$ cat config.mk
export PLATFORM = sky130hd
export DESIGN_NAME = wd_window_sequencer
export DESIGN_NICKNAME = d
export VERILOG_FILES = /design/src/rtl/wd_window_sequencer.sv
export SDC_FILE = /design/constraint.sdc
export NUM_CORES = 1
export LEC_CHECK = 0
export CELL_PAD_IN_SITES_DETAIL_PLACEMENT = 1
export CELL_PAD_IN_SITES_GLOBAL_PLACEMENT = 1
export CORE_MARGIN = 5
export CORE_UTILIZATION = 41
export CTS_CLUSTER_SIZE = 24
export DETAILED_ROUTE_END_ITERATION = 8
export HOLD_SLACK_MARGIN = 0.02
export PLACE_DENSITY_LB_ADDON = 0.2
export SLEW_MARGIN = 20
export SYNTH_ARGS = -nofsm -noshare
export SYNTH_HDL_FRONTEND = slang
export SYNTH_SLANG_ARGS = --single-unit
$ cat constraint.sdc
create_clock -name CLK -period 2.8 [get_ports CLK]
set_input_delay 0.7 -clock CLK [delete_from_list [all_inputs] [get_ports CLK]]
set_output_delay 0.7 -clock CLK [all_outputs]
set_load 0.005 [all_outputs]
$ cat src/rtl/wd_window_sequencer.sv
// Windowed watchdog sequencer: IDLE -> CLOSED -> OPEN service window, sticky FAULT with delayed RSTREQ.
// Optional macro WD_FAULT_LOG_EN adds an 8-bit saturating FAULT-entry counter on FLTCNT.
module wd_window_sequencer #(
  parameter int CLOSED_CYC = 16,
  parameter int OPEN_CYC   = 32,
  parameter int RST_DLY    = 8
) (
  input  logic       CLK,
  input  logic       RSTN,
  input  logic       EN,
  input  logic       SWSTAT,
  input  logic       WDSRVC,
  input  logic       FWOVR,
  input  logic       CLRFLT,
  output logic       WDFAIL,
  output logic [2:0] FLSTAT,
  output logic [1:0] WSTATE,
  output logic       WINOPEN,
`ifdef WD_FAULT_LOG_EN
  output logic [7:0] FLTCNT,
`endif
  output logic       RSTREQ
);

  localparam int MAXA = (CLOSED_CYC > OPEN_CYC) ? CLOSED_CYC : OPEN_CYC;
  localparam int MAXC = (MAXA > RST_DLY) ? MAXA : RST_DLY;
  localparam int CW   = (MAXC > 1) ? $clog2(MAXC) : 1;

  localparam logic [2:0] FC_OVR   = 3'b000;
  localparam logic [2:0] FC_SW    = 3'b001;
  localparam logic [2:0] FC_EARLY = 3'b010;
  localparam logic [2:0] FC_TMO   = 3'b011;
  localparam logic [2:0] FC_NONE  = 3'b111;

  typedef enum logic [1:0] {
    S_IDLE   = 2'b00,
    S_CLOSED = 2'b01,
    S_OPEN   = 2'b10,
    S_FAULT  = 2'b11
  } state_e;

  state_e          state_q, state_d;
  logic [CW-1:0]   cnt_q, cnt_d;
  logic            srv_q;
  logic            wdfail_q, wdfail_d;
  logic [2:0]      flstat_q, flstat_d;
  logic            rstreq_q, rstreq_d;
  logic            fired_q, fired_d;
  logic            srv_evt, flt_set;
  logic [2:0]      flt_code;

  assign srv_evt = WDSRVC & ~srv_q;

  always_comb begin
    state_d  = state_q;
    flt_set  = 1'b0;
    flt_code = FC_NONE;
    case (state_q)
      S_IDLE: begin
        if (FWOVR) begin
          flt_set = 1'b1; flt_code = FC_OVR;
        end else if (EN) begin
          state_d = S_CLOSED;
        end
      end
      S_CLOSED: begin
        if (FWOVR) begin
          flt_set = 1'b1; flt_code = FC_OVR;
        end else if (srv_evt) begin
          flt_set = 1'b1; flt_code = SWSTAT ? FC_EARLY : FC_SW;
        end else if (!EN) begin
          state_d = S_IDLE;
        end else if (cnt_q == CW'(CLOSED_CYC - 1)) begin
          state_d = S_OPEN;
        end
      end
      S_OPEN: begin
        // a service on the terminal cycle is a kick, so it is tested before timeout
        if (FWOVR) begin
          flt_set = 1'b1; flt_code = FC_OVR;
        end else if (srv_evt && !SWSTAT) begin
          flt_set = 1'b1; flt_code = FC_SW;
        end else if (srv_evt) begin
          state_d = EN ? S_CLOSED : S_IDLE;
        end else if (cnt_q == CW'(OPEN_CYC - 1)) begin
          flt_set = 1'b1; flt_code = FC_TMO;
        end else if (!EN) begin
          state_d = S_IDLE;
        end
      end
      default: begin
        if (CLRFLT && !FWOVR) state_d = S_IDLE;
      end
    endcase
    if (flt_set) state_d = S_FAULT;
  end

  always_comb begin
    wdfail_d = wdfail_q;
    flstat_d = flstat_q;
    if (flt_set) begin
      wdfail_d = 1'b1;
      flstat_d = flt_code;
    end else if (state_q == S_FAULT && state_d == S_IDLE) begin
      wdfail_d = 1'b0;
      flstat_d = FC_NONE;
    end
  end

  always_comb begin
    cnt_d = cnt_q;
    if (state_d != state_q || state_q == S_IDLE) cnt_d = '0;
    else if (cnt_q != '1)                        cnt_d = cnt_q + 1'b1;
  end

  // fired_q guards against a repeat pulse if the counter ever parks on RST_DLY-1
  always_comb begin
    rstreq_d = (state_q == S_FAULT) && (state_d == S_FAULT) &&
               (cnt_q == CW'(RST_DLY - 1)) && !fired_q;
    fired_d  = (state_q == S_FAULT) && (state_d == S_FAULT) && (fired_q || rstreq_d);
  end

  always_ff @(posedge CLK or negedge RSTN) begin
    if (!RSTN) begin
      state_q  <= S_IDLE;
      cnt_q    <= '0;
      srv_q    <= 1'b0;
      wdfail_q <= 1'b0;
      flstat_q <= FC_NONE;
      rstreq_q <= 1'b0;
      fired_q  <= 1'b0;
    end else begin
      state_q  <= state_d;
      cnt_q    <= cnt_d;
      srv_q    <= WDSRVC;
      wdfail_q <= wdfail_d;
      flstat_q <= flstat_d;
      rstreq_q <= rstreq_d;
      fired_q  <= fired_d;
    end
  end

`ifdef WD_FAULT_LOG_EN
  logic [7:0] fltcnt_q, fltcnt_d;

  always_comb begin
    fltcnt_d = fltcnt_q;
    if (flt_set && fltcnt_q != 8'hFF) fltcnt_d = fltcnt_q + 8'd1;
  end

  always_ff @(posedge CLK or negedge RSTN) begin
    if (!RSTN) fltcnt_q <= '0;
    else       fltcnt_q <= fltcnt_d;
  end

  assign FLTCNT = fltcnt_q;
`endif

  assign WDFAIL  = wdfail_q;
  assign FLSTAT  = flstat_q;
  assign WSTATE  = state_q;
  assign WINOPEN = (state_q == S_OPEN);
  assign RSTREQ  = rstreq_q;

endmodule

Figure 1. Pin placement.
Pins as bars across the die edge, other pins in gray.
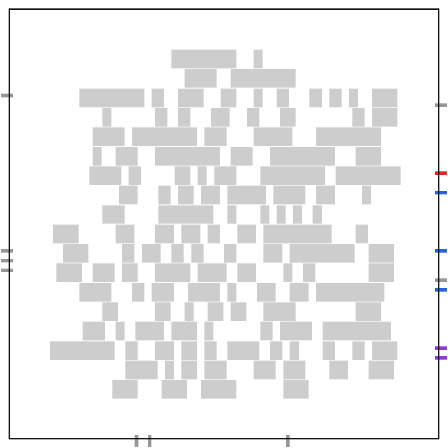
color	port	pins	direction	edge
red	WDFAIL	1	output	right
purple	WSTATE	2	output	right
blue	FLSTAT	3	output	right
all pins by edge	8 right, 4 left, 3 bottom
# port buffers: 14
chip width: 59.90 um
Die Span Y: 59.90 um

Figure 2. Signal wires by layer.
Only two layers are drawn.
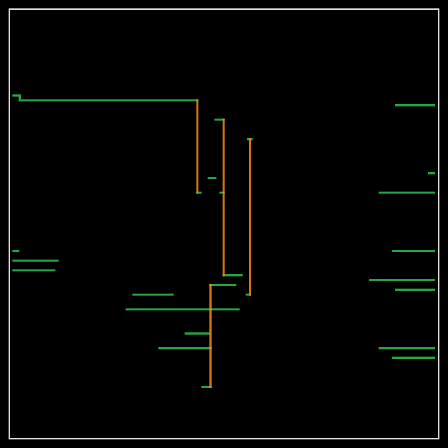
color	layer	wire length
orange	met4	70.7 um
green	met3	128 um
Overall Global Routing Usage: 0.1804
Routed WL: 2798 um

[power by group through the flow]
stage,clock network (mW),logic (mW),registers (mW)
global route,0.165,0.944,0.317
global placement,0,0.823,0.310
detailed placement,0,0.852,0.313
finish,0.155,0.856,0.308
CTS,0.156,0.859,0.309
floorplan,0,0.565,0.326
[path summary, 6_finish.rpt]
check,startpoint,to,slack (ns),cells after the start
hold reg to reg,fired_q,RSTREQ,0.46,1
setup / recovery,FWOVR,cnt_q[0],0.21,7
min in group asynchronous,RSTN,fired_q,0.81,1
hold / removal,fired_q,RSTREQ,0.46,1
max in group asynchronous,RSTN,cnt_q[0],1.57,1
setup reg to reg,cnt_q[0],cnt_q[0],0.31,9
==> metrics.csv <==
stage,metric,value,unit
routing,router iterations before antenna repair,4,
clocking,H-tree Lvls,1,
synth,area figure in the yosys stat output,1021,um^2
clocking,CTS Buf Count,3,
die,Die Area,3588,um^2
global_route,first-pass GRT wire length,4795,um
flow_run,max-cap check violation count,0,
pwr,total power draw,1.319,mW
synth,main logic family after synthesis,simple AND/OR/NAND/NOR gates,
finish,Post-Layout Cell Count,157,
global_route,most used routing layer,met2,
pwr,Switch Pwr,0.5671,mW
finish,multi-input combinational area share,0.4814,
routing,DR vias,915,
status,outcome,completed,
pwr,PD cells,1057,nW/um^2
synth,XOR/XNOR Area Share,0.02574,
finish,share of cells above drive strength 1,0.2126,
clocking,Max clock buf depth,2,
flow_run,Log Warnings,30,
finish,fin util,0.5129,
clocking,Num Clock Sinks,14,
synth,post-synthesis compound-gate area fraction,0.2194,
synth,top cells by area,"dfrtp_1, ha_1, dfstp_2",
finish,Top reg by flops,cnt_q,
clocking,TritonCTS clock tree,built,
setup_path,crit-path max FO,7,
global_route,largest net degree at the start of global routing,15,
timing,Max Clock Freq,386.4,MHz
clocking,hold buffers post-CTS,0,
timing,min Tclk post-route,2.588,ns
pwr,Clock Power Share,0.118,
finish,Comb gate area,600.6,um^2
synth,top post-synthesis cells by count,"dfrtp_1, a21oi_1, ha_1, nor3_1, o21ai_0",
synth,sequential-to-total area share from yosys stat,0.3468,
die,IO Count,15,
finish,Reg area,354.1,um^2
die,tap cells,30,
synth,leading area contributor after synthesis,dfrtp_1,
timing,Max-slew headroom,0.5531,
setup_path,critical path type,in2reg,
timing,RSZ-0062 raised after global routing,false,
synth,adder share,0.08578,
pwr,internal power,0.7518,mW
pwr,switch share,0.4300,
finish,sequential share of cell area,0.2839,
routing,WL met2,1392,um
setup_path,Worst Setup Start Kind,input pin,
pwr,Seq pwr share,0.233,
routing,routed length on met1,1207,um
min_path,HP Class,reg2reg,
finish,Layout area overhead,22.18,%
pwr,Peak VDD IR,0.4898,mV
global_route,grt ovf,0,
finish,CLK BUF,4,
routing,vias per cell,5.828,
setup_path,Critical Path RT,3.01,ns
synth,Syn Area/Cell,9.632,um^2
finish,Multi-In Gates,81,
synth,Synth Flop Type,dfrtp_1,
synth,Synth Net Count,120,
clocking,"CTS clk-pin slew, worst paths",0.10,ns
setup_path,Max stage delay on crit path,0.61,ns
timing,Setup TNS Final,0,ns
setup_path,CP Capture Type,flop,
routing,Iteration-0 DRC Markers,29,
setup_path,"Slowest-stage cell, CP",clkdlybuf4s50_1,
synth,Mapped Cells,106,
routing,wire length per cell,17.82,um
routing,DRC Markers,0,
finish,dominant kind of cell,logic gates,
synth,yosys warns,0,
die,FP Core Util,0.4198,
global_route,vias in the first global route,1016,
finish,fillcell total,289,
timing,final hold slack,0.4561,ns
finish,ant diodes,0,
setup_path,Top delay family on crit path,simple AND/OR/NAND/NOR gates,
timing,Least-Margin Pin Slew,0.6682,ns
global_route,met3 Usage GRT,0.02160,
placement,placed cell areas,1211,um^2
synth,top-count cell post-synth,dfrtp_1,
timing,crit share post-route,0.9243,
finish,fin nets,142,
pwr,Comb pwr share,0.649,
Power is estimated from default activity; no workload was simulated.
